===== src/rtl/hft_pkg.sv =====
// Shared types and constants for the arbitrage front end.
// Operand widths follow the Container's vertex/weight encoding.
package hft_pkg;

  localparam int unsigned PRED_WIDTH      = 4;
  localparam int unsigned WEIGHT_WIDTH    = 15;
  localparam int unsigned TIMEOUT_DEFAULT = 65535;

  typedef logic [PRED_WIDTH:0]   pred_t;
  typedef logic [WEIGHT_WIDTH:0] weight_t;

  typedef struct packed {
    pred_t   src;
    pred_t   dst;
    weight_t e;
  } upd_t;

  typedef enum logic [2:0] {
    IDLE     = 3'd0,
    LOAD     = 3'd1,
    RUN      = 3'd2,
    COMPLETE = 3'd3,
    ABORT    = 3'd4
  } seq_state_t;

endpackage


===== src/rtl/update_fifo.sv =====
// Synchronous update FIFO with registered level and registered not-full.
module update_fifo
  import hft_pkg::*;
#(
  parameter  int unsigned DEPTH = 8,
  localparam int unsigned LW    = $clog2(DEPTH) + 1
) (
  input  logic          clk,
  input  logic          reset,
  input  logic          i_push,
  input  logic          i_pop,
  input  upd_t          i_data,
  output upd_t          o_head_c,
  output logic [LW-1:0] o_level,
  output logic          o_full_n
);

  localparam int unsigned AW = $clog2(DEPTH);

  upd_t          r_mem [DEPTH];
  logic [AW-1:0] r_wr_ptr;
  logic [AW-1:0] r_rd_ptr;
  logic [LW-1:0] r_level;
  logic          r_full_n;
  logic          w_push;
  logic          w_pop;
  logic [LW-1:0] w_level_nxt;

  assign w_push      = i_push & r_full_n;
  assign w_pop       = i_pop & (r_level != LW'(0));
  assign w_level_nxt = r_level + LW'(w_push) - LW'(w_pop);

  assign o_head_c = r_mem[r_rd_ptr];
  assign o_level  = r_level;
  assign o_full_n = r_full_n;

  // Storage carries no reset; only pointers and level define validity.
  always_ff @(posedge clk) begin
    if (w_push) r_mem[r_wr_ptr] <= i_data;
  end

  always_ff @(posedge clk or posedge reset) begin
    if (reset) begin
      r_wr_ptr <= '0;
      r_rd_ptr <= '0;
      r_level  <= '0;
      r_full_n <= 1'b0;
    end else begin
      if (w_push) r_wr_ptr <= r_wr_ptr + AW'(1);
      if (w_pop)  r_rd_ptr <= r_rd_ptr + AW'(1);
      r_level  <= w_level_nxt;
      r_full_n <= (w_level_nxt < LW'(DEPTH));
    end
  end

endmodule


===== src/rtl/update_sequencer.sv =====
// Queues host edge-weight updates and runs the Container once per update,
// sequencing its reset and aborting through a watchdog if it hangs.
module update_sequencer
  import hft_pkg::*;
#(
  parameter  int unsigned DEPTH   = 8,
  parameter  int unsigned TIMEOUT = TIMEOUT_DEFAULT,
  localparam int unsigned LW      = $clog2(DEPTH) + 1
) (
  input  logic          clk,
  input  logic          reset,
  input  logic          upd_valid,
  output logic          upd_ready,
  input  pred_t         upd_src,
  input  pred_t         upd_dst,
  input  weight_t       upd_e,
  output pred_t         u_src,
  output pred_t         u_dst,
  output weight_t       u_e,
  output logic          container_reset,
  input  logic          container_done,
  input  logic          clear_err,
  output logic          busy,
  output logic          run_done,
  output logic [15:0]   run_count,
  output logic          timeout_err,
  output logic [LW-1:0] fifo_level
);

  localparam int unsigned WDW = 16;

  seq_state_t     r_state;
  seq_state_t     w_state_nxt;
  logic           w_pop;
  upd_t           w_head;
  upd_t           w_in;
  logic [WDW-1:0] r_wdog;

  assign w_in = '{src: upd_src, dst: upd_dst, e: upd_e};

  update_fifo #(.DEPTH(DEPTH)) u_fifo (
    .clk      (clk),
    .reset    (reset),
    .i_push   (upd_valid),
    .i_pop    (w_pop),
    .i_data   (w_in),
    .o_head_c (w_head),
    .o_level  (fifo_level),
    .o_full_n (upd_ready)
  );

  always_ff @(posedge clk or posedge reset) begin
    if (reset) r_state <= IDLE;
    else       r_state <= w_state_nxt;
  end

  // Done outranks the watchdog; illegal encodings fall back to IDLE.
  always_comb begin
    w_state_nxt = IDLE;
    w_pop       = 1'b0;
    case (r_state)
      IDLE:     w_state_nxt = (fifo_level != LW'(0)) ? LOAD : IDLE;
      LOAD: begin
        w_state_nxt = RUN;
        w_pop       = 1'b1;
      end
      RUN: begin
        if (container_done)                   w_state_nxt = COMPLETE;
        else if (r_wdog == WDW'(TIMEOUT - 1)) w_state_nxt = ABORT;
        else                                  w_state_nxt = RUN;
      end
      COMPLETE: w_state_nxt = (fifo_level != LW'(0)) ? LOAD : IDLE;
      ABORT:    w_state_nxt = IDLE;
      default:  w_state_nxt = IDLE;
    endcase
  end

  // Outputs decode the next state so they are valid in the state they describe.
  always_ff @(posedge clk or posedge reset) begin
    if (reset) begin
      u_src           <= '0;
      u_dst           <= '0;
      u_e             <= '0;
      container_reset <= 1'b1;
      busy            <= 1'b0;
      run_done        <= 1'b0;
      run_count       <= '0;
      timeout_err     <= 1'b0;
      r_wdog          <= '0;
    end else begin
      container_reset <= (w_state_nxt != RUN);
      busy            <= (w_state_nxt == RUN);
      run_done        <= (w_state_nxt == COMPLETE);
      if (w_state_nxt == COMPLETE) run_count <= run_count + 16'd1;
      if (r_state == LOAD) begin
        u_src  <= w_head.src;
        u_dst  <= w_head.dst;
        u_e    <= w_head.e;
        r_wdog <= '0;
      end else if (r_state == RUN) begin
        r_wdog <= r_wdog + WDW'(1);
      end
      if (w_state_nxt == ABORT) timeout_err <= 1'b1;
      else if (clear_err)       timeout_err <= 1'b0;
    end
  end

endmodule


===== config.mk =====
export PLATFORM = sky130hd
export DESIGN_NAME = update_sequencer
export DESIGN_NICKNAME = d
export VERILOG_FILES = /design/src/rtl/hft_pkg.sv /design/src/rtl/update_fifo.sv /design/src/rtl/update_sequencer.sv
export SDC_FILE = /design/constraint.sdc
export NUM_CORES = 1
export LEC_CHECK = 0
export ABC_AREA = 1
export CORE_UTILIZATION = 40
export CTS_CLUSTER_SIZE = 8
export DETAILED_ROUTE_END_ITERATION = 8
export HOLD_SLACK_MARGIN = 0.15
export PLACE_DENSITY = 0.64
export SLEW_MARGIN = 20
export SYNTH_ARGS = -nofsm -noshare
export SYNTH_HDL_FRONTEND = slang
export SYNTH_SLANG_ARGS = --single-unit

===== constraint.sdc =====
create_clock -name clk -period 2.9 [get_ports clk]
set_input_delay 0.435 -clock clk [delete_from_list [all_inputs] [get_ports clk]]
set_output_delay 0.435 -clock clk [all_outputs]
set_load 0.01 [all_outputs]

Fig. 1: run 1, sequential cells coloured by netlist name
Bar = 50 um.
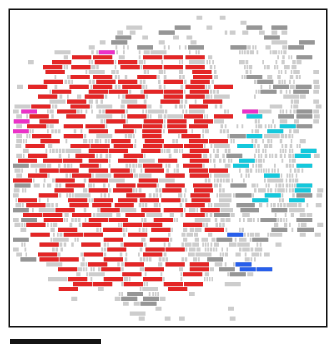
- u_fifo.o_level: blue (flops 4; where bottom right)
- u_src: magenta (flops 5)
- r_wdog: cyan (flops 16; where right middle)
- u_fifo.r_mem: red (flops 208)
sequential cell area share: 56.6%
storage element area: 0.00816 mm^2

Fig. 2: run 1, drive-strength map
Bar = 50 um.
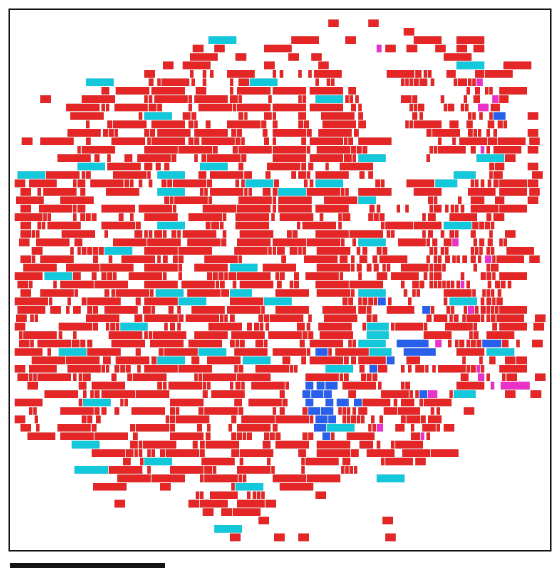
- drive 1 or less: red (cells 1,077)
- drive 3 to 4: blue (cells 26)
- drive 6 and up: cyan (cells 51)
- drive 2: magenta (cells 17)
post-route setup slack: 831 ps
Syn-to-layout area delta: 21.3%
Non-CTS buffers: 99
Layout Cell Area excl Fill: 0.0144 mm^2

Fig. 3: run 1, clock wires, drivers and flops
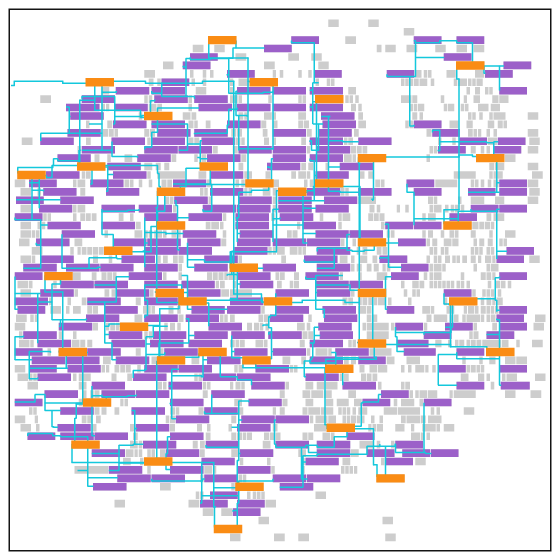
- flip-flops: purple (count 284)
- cells driving clock nets: orange (count 41)
- clock wires: cyan (length 3,700 um)
- routed clock nets: 42
- flops lie: spread over the die
Clk pwr share: 32.0%
Clk. pwr: 4.48 mW

==> flow_summary_export.csv, run 1 <==
group,metric,value,unit
outcome,status,"completed",
placement,port_buffers,81,
synth,synth-main-ff-cell,"edfxtp_1",
clocking,cts_buffer_depth,3,
floorplanning,dieArea,0.0304,mm^2
synth,simple_gate_area_share,13.2,%
sta,tns,0,ps
clocking,numCtsBuffers,41,
grt,grt_usage,16.6,%
synth,synth-edff-count,208,
power,p_sw,4.61,mW
clocking,clock-sinks,284,
worst_hold_path,min_path_type,"in -> async",
floorplanning,tap_cells,384,
grt,grt_max_degree,87,
clocking,clkTransAtPathRegs,50,ps
power,p_seq_share,39.1,%
layout,clkCellAreaFrac,8.52,%
synth,synth-adder-area-share,1.22,%
setup_path,r2r_start,"u_fifo.o_level[2]$_DFF_PP0_",
setup_path,cp_max_fo,4,
detailed_routing,wire_per_inst,15.7,um
synth,synthTopLogicFamily,"simple AND/OR/NAND/NOR gates",
clocking,cts_hold_buf,0,
synth,ys_sh_aoi,9.03,%
synth,top_cells_by_count,"208 x edfxtp_1, 187 x nand2_1, 144 x inv_1, 94 x nand3_1, 75 x dfrtp_1",
floorplanning,std_cell_rows,62,
setup_path,setup.worst_path.start,"u_fifo.o_level[2]$_DFF_PP0_",
detailed_routing,drt-total-wl,24500,um
layout,utilization,49.8,%
sta,slew_headroom,52.9,%
layout,mostFrequentLayoutCells,"208 x edfxtp_1, 187 x nand2_1, 143 x inv_1",
placement,hpwl,14500,um
sta,finalHoldViolations,0,
sta,period_used_share,71.3,%
layout,layoutNonFillerInstCount,1555,
run,warning_count,27,
clocking,cts_resized,0,
layout,logic_gate_count,564,
synth,most_common_cell,"edfxtp_1",
synth,synth-async-reset-ratio,26.8,%
sta,drv_slew,0,
setup_path,setup.worst_path.start_class,"flop",
layout,layout.area.comb,0.00298,mm^2
layout,clockBufferCount,71,
==> run 1: per-layer routing <==
layer | part of all wire [%] | vias to the layer above | GRT usage (%)
li1 | - | 3770 | -
met2 | 48 | 165 | 27.7
met1 | 45 | 3668 | 21.7
met5 | 0 | - | 0
met3 | 4.3 | 48 | 2.95
met4 | 2.3 | 0 | 5.96
==> run 1: worst max-delay path, stage by stage (launching register included) <==
cell,delay (ps)
dfrtp_1,370
inv_1,70
ha_1,140
nand2_1,80
o21ai_2,160
inv_1,100
ha_1,270
inv_1,40
ha_1,190
fa_1,380
xor2_1,150
==> run 1: stage by stage <==
step                power [mW]  instance area [um^2]
finish                    14.0                 14400
global route              14.8                 14400
CTS                       14.2                 14400
detailed placement        9.64                 13200
global placement          9.51                 13200
floorplan                 8.12                 11900
==> run 1: state kept, by name (all words and copies together) (netlist names) <==
name             flops
u_fifo.r_mem       208
r_wdog              16
run_count           16
u_e                 16
u_dst                5
u_src                5
u_fifo.o_level       4
r_state              3
u_fifo.r_rd_ptr      3
u_fifo.r_wr_ptr      3
busy                 1
container_reset      1
run_done             1
timeout_err          1
u_fifo.o_full_n      1
==> run 1: logic make-up (layout without fill, tap and decap cells) <==
family,count (synthesis),in the layout
adders and majority gates,11,11
xor gates and xnor gates,15,15
AOI/OAI and AO/OA,185,185
and+or+nand+nor,353,353
DFF,284,284
buffers and inverters,197,323
==> run 1: power groups by stage <==
stage | Combinational, mW | Sequential (mW) | Clock, mW
2_1_floorplan | 2.65 | 5.47 | 0
4_1_cts | 4.12 | 5.48 | 4.58
5_1_grt | 4.55 | 5.55 | 4.73
6_report | 4.04 | 5.47 | 4.48
3_3_place_gp | 3.98 | 5.53 | 0
3_5_place_dp | 4.09 | 5.55 | 0
==> run 2: changes to the inputs <==
clock period = 2.1 ns   (was 2.9 ns; I/O delays follow)
Fig. 4: run 2, clock routing
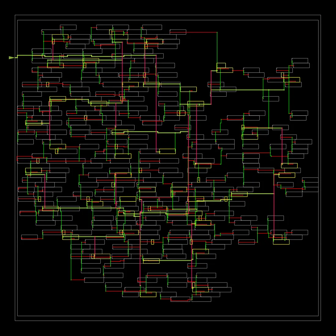
flop count: 284
Final Skew: 11.6 ps

Fig. 5: run 2, placement by cell class
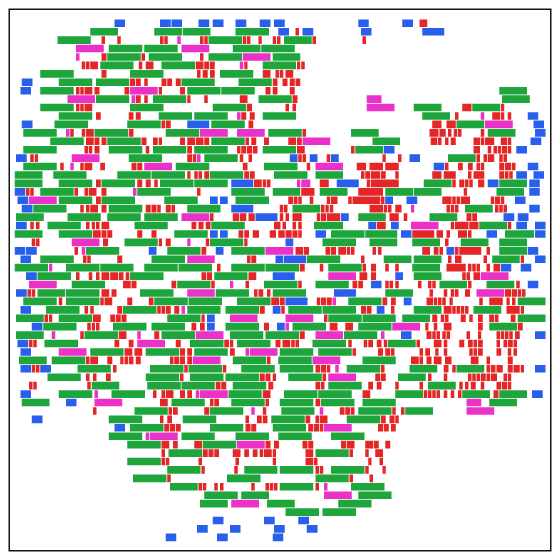
- other buffers and delay cells: blue (cells 114; share of their area 8.4%)
- all other logic: red (cells 714; share of their area 25%)
- clock drivers and dummy loads: magenta (cells 76; share of their area 8.7%)
- flops: green (cells 284; share of their area 58%)
num rows: 62
sequential cell area share: 55.9%

==> flow_summary_export.csv, run 2 <==
group,metric,value,unit
clocking,clkTransAtPathRegs,50,ps
floorplanning,dieArea,0.0304,mm^2
power,power.group.top,"registers",
setup_path,r2r_start,"u_fifo.o_level[2]$_DFF_PP0_",
synth,synth-edff-count,208,
outcome,status,"completed",
placement,port_buffers,81,
setup_path,cp_max_fo,2,
detailed_routing,topRoutingLayerUsed,"met4",
setup_path,setup.worst_path.start_class,"flop",
grt,grt_max_degree,77,
clocking,cts_buffer_depth,3,
grt,grt_usage,17.1,%
power,powerComb,5.93,mW
sta,drv_slew,0,
detailed_routing,wl_met1,12100,um
placement,hpwl,15600,um
sta,finalHoldViolations,0,
synth,synth-main-ff-cell,"edfxtp_1",
synth,top_cells_by_count,"208 x edfxtp_1, 187 x nand2_1, 144 x inv_1, 94 x nand3_1, 75 x dfrtp_1",
power,sequentialPower,7.48,mW
worst_hold_path,min_path_type,"in -> async",
detailed_routing,wire_per_inst,16.2,um
detailed_routing,wl_met3,1230,um
-- run 2: cell counts after synthesis --
Identical to the previous run, type by type.
-- run 2: cell families after synthesis --
family | count (synthesis) | share of synthesized area [%]
adder cells (fa/ha/maj) | 11 | 1.22
AND/OR/NAND/NOR | 353 | 13.2
XOR/XNOR | 15 | 1.11
AND-OR/OR-AND | 185 | 9.03
flip-flops | 284 | 68.6
buffers and inverters | 197 | 6.81
-- run 2: stage by stage --
stage                     setup slack, ps  util, %  power, mW  instance area, um^2  instances
after floorplan                      -203        -       11.2                11900       1045
after global placement               39.6     46.0       13.4                13300       1495
after detailed placement             9.67     46.0       13.5                13300       1495
after CTS                            28.3     50.2       19.7                14500       1571
after global routing                -24.3     50.4       20.8                14600       1572
final                                98.7     50.4       19.6                14600       1572
-- run 2: critical path, stage by stage (launching register included) --
cell and delay [ps]:
dfrtp_1 380, inv_2 80, ha_4 130, nand2_2 50, o21ai_2 170, inv_1 70, ha_1 280, inv_1 60
ha_4 160, fa_2 350, xor2_1 150
-- run 2: layout make-up --
class	count	area, um^2
well taps	384	480
fillers	2515	14400
clock buffers	75	1220
clock inverters	1	8.76
repair buffers	114	1180
multi-input cells	564	2970
flip-flops and latches	284	8150
inverters	150	567
-- run 2: timing repair --
| action | in CTS | in global routing |
|---|---|---|
| buffers inserted | 0 | 1 |
| resized | 0 | 7 |
| hold endpoints to repair | 0 | 0 |
| endpoints found under the setup margin | 0 | 1 |
-- run 2: metal layers --
layer | global-route usage (%) | up-vias
met5 | 0 | -
met4 | 4.71 | 0
met3 | 3.24 | 45
met2 | 26.7 | 179
met1 | 24.4 | 3616
li1 | - | 3799
Power and IR drop assume default switching activity.
